==> src/rtl/sra_pkg.sv <==
// Shared definitions for the SRA datapath: default operand sizing used by the
// ALU stage and the shifter, plus the shifter control-state encoding.
package sra_pkg;

    localparam int SRA_WIDTH = 8;
    localparam int SRA_SHW   = 3;

    typedef enum logic [1:0] {
        IDLE  = 2'd0,
        SHIFT = 2'd1,
        DONE  = 2'd2
    } sra_state_e;

endpackage

==> src/rtl/sra_shift_unit.sv <==
// Multi-cycle signed arithmetic right shifter, one bit per clock, with sticky flag.
// Optional feature macro SRA_ROUND_EN: round half toward +infinity instead of floor.
module sra_shift_unit
    import sra_pkg::*;
#(
    parameter int WIDTH = SRA_WIDTH,
    parameter int SHW   = SRA_SHW
) (
    input  logic             clk,
    input  logic             rst_n,
    input  logic             in_valid,
    output logic             in_ready,
    input  logic [WIDTH-1:0] in_data,
    input  logic [SHW-1:0]   in_shamt,
    output logic             out_valid,
    input  logic             out_ready,
    output logic [WIDTH-1:0] out_data,
    output logic             out_sticky
);

    // Shifting more than WIDTH-1 places only replicates the sign, so the count saturates there.
    localparam logic [SHW-1:0] MAX_SHAMT = SHW'(WIDTH - 1);

    function automatic logic [SHW-1:0] clamp_shamt(input logic [SHW-1:0] shamt);
        if (shamt > MAX_SHAMT) begin
            return MAX_SHAMT;
        end else begin
            return shamt;
        end
    endfunction

    sra_state_e       state_q, state_d;
    logic [WIDTH-1:0] data_q, data_d;
    logic [SHW-1:0]   cnt_q, cnt_d;
    logic             sticky_q, sticky_d;
    logic             in_ready_q, in_ready_d;
    logic             out_valid_q, out_valid_d;
`ifdef SRA_ROUND_EN
    logic             rbit_q, rbit_d;
`endif

    // Next-state logic for the control FSM, shift register, counter and sticky bit.
    always_comb begin
        state_d  = state_q;
        data_d   = data_q;
        cnt_d    = cnt_q;
        sticky_d = sticky_q;
`ifdef SRA_ROUND_EN
        rbit_d   = rbit_q;
`endif
        case (state_q)
            IDLE: begin
                if (in_valid && in_ready_q) begin
                    data_d   = in_data;
                    cnt_d    = clamp_shamt(in_shamt);
                    sticky_d = 1'b0;
`ifdef SRA_ROUND_EN
                    rbit_d   = 1'b0;
`endif
                    if (in_shamt == {SHW{1'b0}}) begin
                        state_d = DONE;
                    end else begin
                        state_d = SHIFT;
                    end
                end else begin
                    state_d = IDLE;
                end
            end
            SHIFT: begin
                data_d   = {data_q[WIDTH-1], data_q[WIDTH-1:1]};
                sticky_d = sticky_q | data_q[0];
`ifdef SRA_ROUND_EN
                rbit_d   = data_q[0];
`endif
                cnt_d    = cnt_q - SHW'(1);
                if (cnt_q == SHW'(1)) begin
                    state_d = DONE;
                end else begin
                    state_d = SHIFT;
                end
            end
            DONE: begin
                if (out_ready) begin
                    state_d = IDLE;
                end else begin
                    state_d = DONE;
                end
            end
            default: begin
                state_d = IDLE;
            end
        endcase

        in_ready_d  = (state_d == IDLE);
        out_valid_d = (state_d == DONE);
    end

    // State and datapath registers; a low rst_n discards any in-flight operation.
    always_ff @(posedge clk) begin
        if (!rst_n) begin
            state_q     <= IDLE;
            data_q      <= {WIDTH{1'b0}};
            cnt_q       <= {SHW{1'b0}};
            sticky_q    <= 1'b0;
            in_ready_q  <= 1'b0;
            out_valid_q <= 1'b0;
`ifdef SRA_ROUND_EN
            rbit_q      <= 1'b0;
`endif
        end else begin
            state_q     <= state_d;
            data_q      <= data_d;
            cnt_q       <= cnt_d;
            sticky_q    <= sticky_d;
            in_ready_q  <= in_ready_d;
            out_valid_q <= out_valid_d;
`ifdef SRA_ROUND_EN
            rbit_q      <= rbit_d;
`endif
        end
    end

    assign in_ready   = in_ready_q;
    assign out_valid  = out_valid_q;
    assign out_sticky = sticky_q;

    // For shamt >= 1 the top two bits of data_q match, so adding the round bit cannot overflow.
`ifdef SRA_ROUND_EN
    assign out_data = data_q + {{(WIDTH-1){1'b0}}, rbit_q};
`else
    assign out_data = data_q;
`endif

endmodule

==> config.mk <==
export PLATFORM = sky130hd
export DESIGN_NAME = sra_shift_unit
export DESIGN_NICKNAME = d
export VERILOG_FILES = /design/src/rtl/sra_pkg.sv /design/src/rtl/sra_shift_unit.sv
export SDC_FILE = /design/constraint.sdc
export NUM_CORES = 1
export LEC_CHECK = 0
export ABC_AREA = 1
export CORE_MARGIN = 10
export CORE_UTILIZATION = 40
export DETAILED_ROUTE_END_ITERATION = 10
export GPL_TIMING_DRIVEN = 0
export PLACE_DENSITY_LB_ADDON = 0.05
export SLEW_MARGIN = 30
export SYNTH_ARGS = -nofsm -noshare
export SYNTH_HDL_FRONTEND = slang
export SYNTH_SLANG_ARGS = --single-unit
==> constraint.sdc <==
create_clock -name clk -period 1.35 [get_ports clk]
set_input_delay 0.27 -clock clk [delete_from_list [all_inputs] [get_ports clk]]
set_output_delay 0.27 -clock clk [all_outputs]
set_load 0.03 [all_outputs]
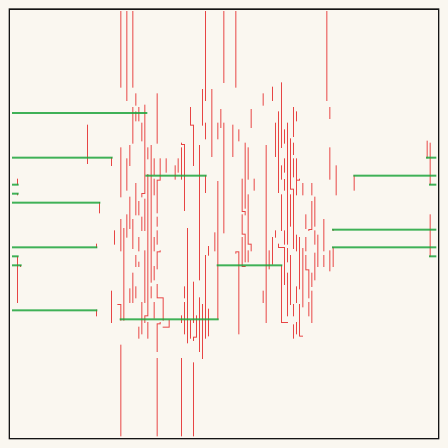
Figure 1: signal wires by layer.
Two of the layers only.
color	layer	wire length
red	metal 2	918 µm
green	metal 3	156 µm
total wire length: 2020 µm
drt wl/cell: 11.4 µm
gr usage total: 10.1%
Vias: 826

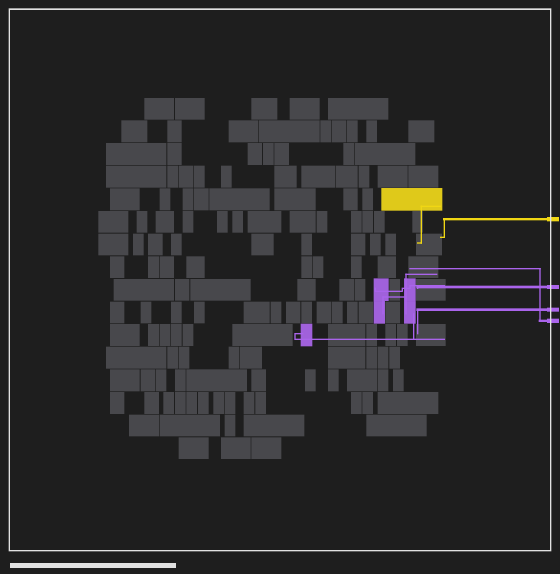
Figure 2: I/O nets highlighted.
The bar under the picture is 20 µm long.
color	port	bits	direction	edge	end cells	buffers	wire
purple	in_shamt	3	input	east	5	3	102 µm
yellow	in_ready	1	output	east	1	1	22.2 µm

==> metrics.csv <==
metric,value,unit
rsz0062_at_grt,false,
grt_max_degree,11,
total_power,1.29,mW
drv_slew,0,
antenna_found_initial,0,
core-area,0.00194,mm²
xor_area_share,0,%
drc,0,
required,1.08,ns
power_leader,registers,
area_share_nonclk_buffers,22.3,%
port_buffers,25,
chip_area,0.00421,mm²
grt_pass1_vias,786,
place_ws,-0.0986,ns
ys.warnings.count,0,
design.seq.count,16,
synth_flops,16,
cts_tree,built,
fin_area,0.00111,mm²
setup_viol,0,
final_cell_mix,"32 x nand2_1, 27 x nor2_1, 16 x dfxtp_1",
avgSynthCellArea,6.61,µm²
nNonClkBuffers,27,
drive_gt1_share,11.3,%
path_cells,clkdlybuf4s15_1,
vdd_drop_max,0.000655,V
cap_violations,0,
cp_max_fo,3,
leakage,0.537,nW
first_iter_violations,30,
synthToLayoutAreaGrowth,37.2,%
utilization,57.0,%
grt_overflow,0,
netlist_area,807,µm²
sh_comb_area,37.7,%
seq_area,320,µm²
fmax,763,MHz
crit_arrival,1.04,ns
met3_length,156,µm
crit_family,buffers and inverters,
period_used_share,97.1,%
synth_cell_types,17,
final_cells,178,
startpoint_type,flip-flop,
use_met2,15.8,%
status,"finished, final reports clean",
layout_min_cycle_time,1.31,ns
power_clock,324,µW
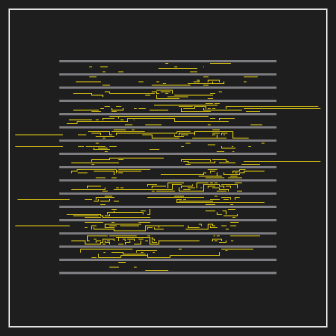
Figure 3: metal 1.
Supply wires on this layer in gray.
wire length on this layer	938 µm
share of all routed wire	46%
longest straight run	20.2 µm
nets with wire on the layer	154
main direction	horizontal

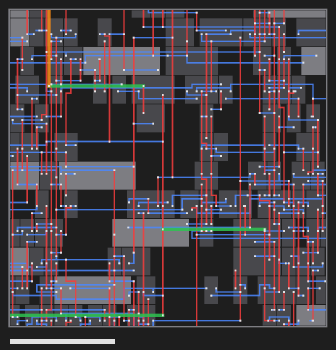
Figure 4: a small window of the routed layout.
The bar under the picture is 10 µm long. Window x 17 to 47, y 17 to 47 µm. Cells in gray, sequential cells in the stronger gray; small squares are vias.
color	layer
red	metal 2
blue	metal 1
orange	metal 4
green	metal 3
sequential cells in the window	4
netlist names of flops here include	out_data (3), state_q (1)
cells with their middle in the window	96
most frequent	nand2_1 (28), nor2_1 (22), nand3_1 (9)

-- Yosys cell counts, drive strengths merged --
master / instances / share of area, %
buf: 2 / 2.0
nand3: 9 / 5.6
or2: 2 / 1.6
nor2: 28 / 14
dfxtp: 16 / 40
ha: 2 / 3.1
a21oi: 5 / 4.0
o21ai: 8 / 5.0
nor3: 1 / 1.2
inv: 14 / 6.5
nand3b: 1 / 0.93
nand2: 34 / 16
-- flip-flops by register name, indices dropped and copies added, names as in the netlist --
register,count
out_sticky,1
cnt_q,3
state_q,2
out_valid,1
out_data,8
in_ready,1
-- path summary, 6_finish.rpt --
check | to | slack, ns | cells after the start
setup / recovery | out_data[2] | 0.04 | 1
hold / removal | out_data[7] | 0.46 | 2
setup reg to reg | state_q[1] | 0.22 | 6
hold reg to reg | out_data[7] | 0.46 | 2
Power is estimated from default activity; no workload was simulated.
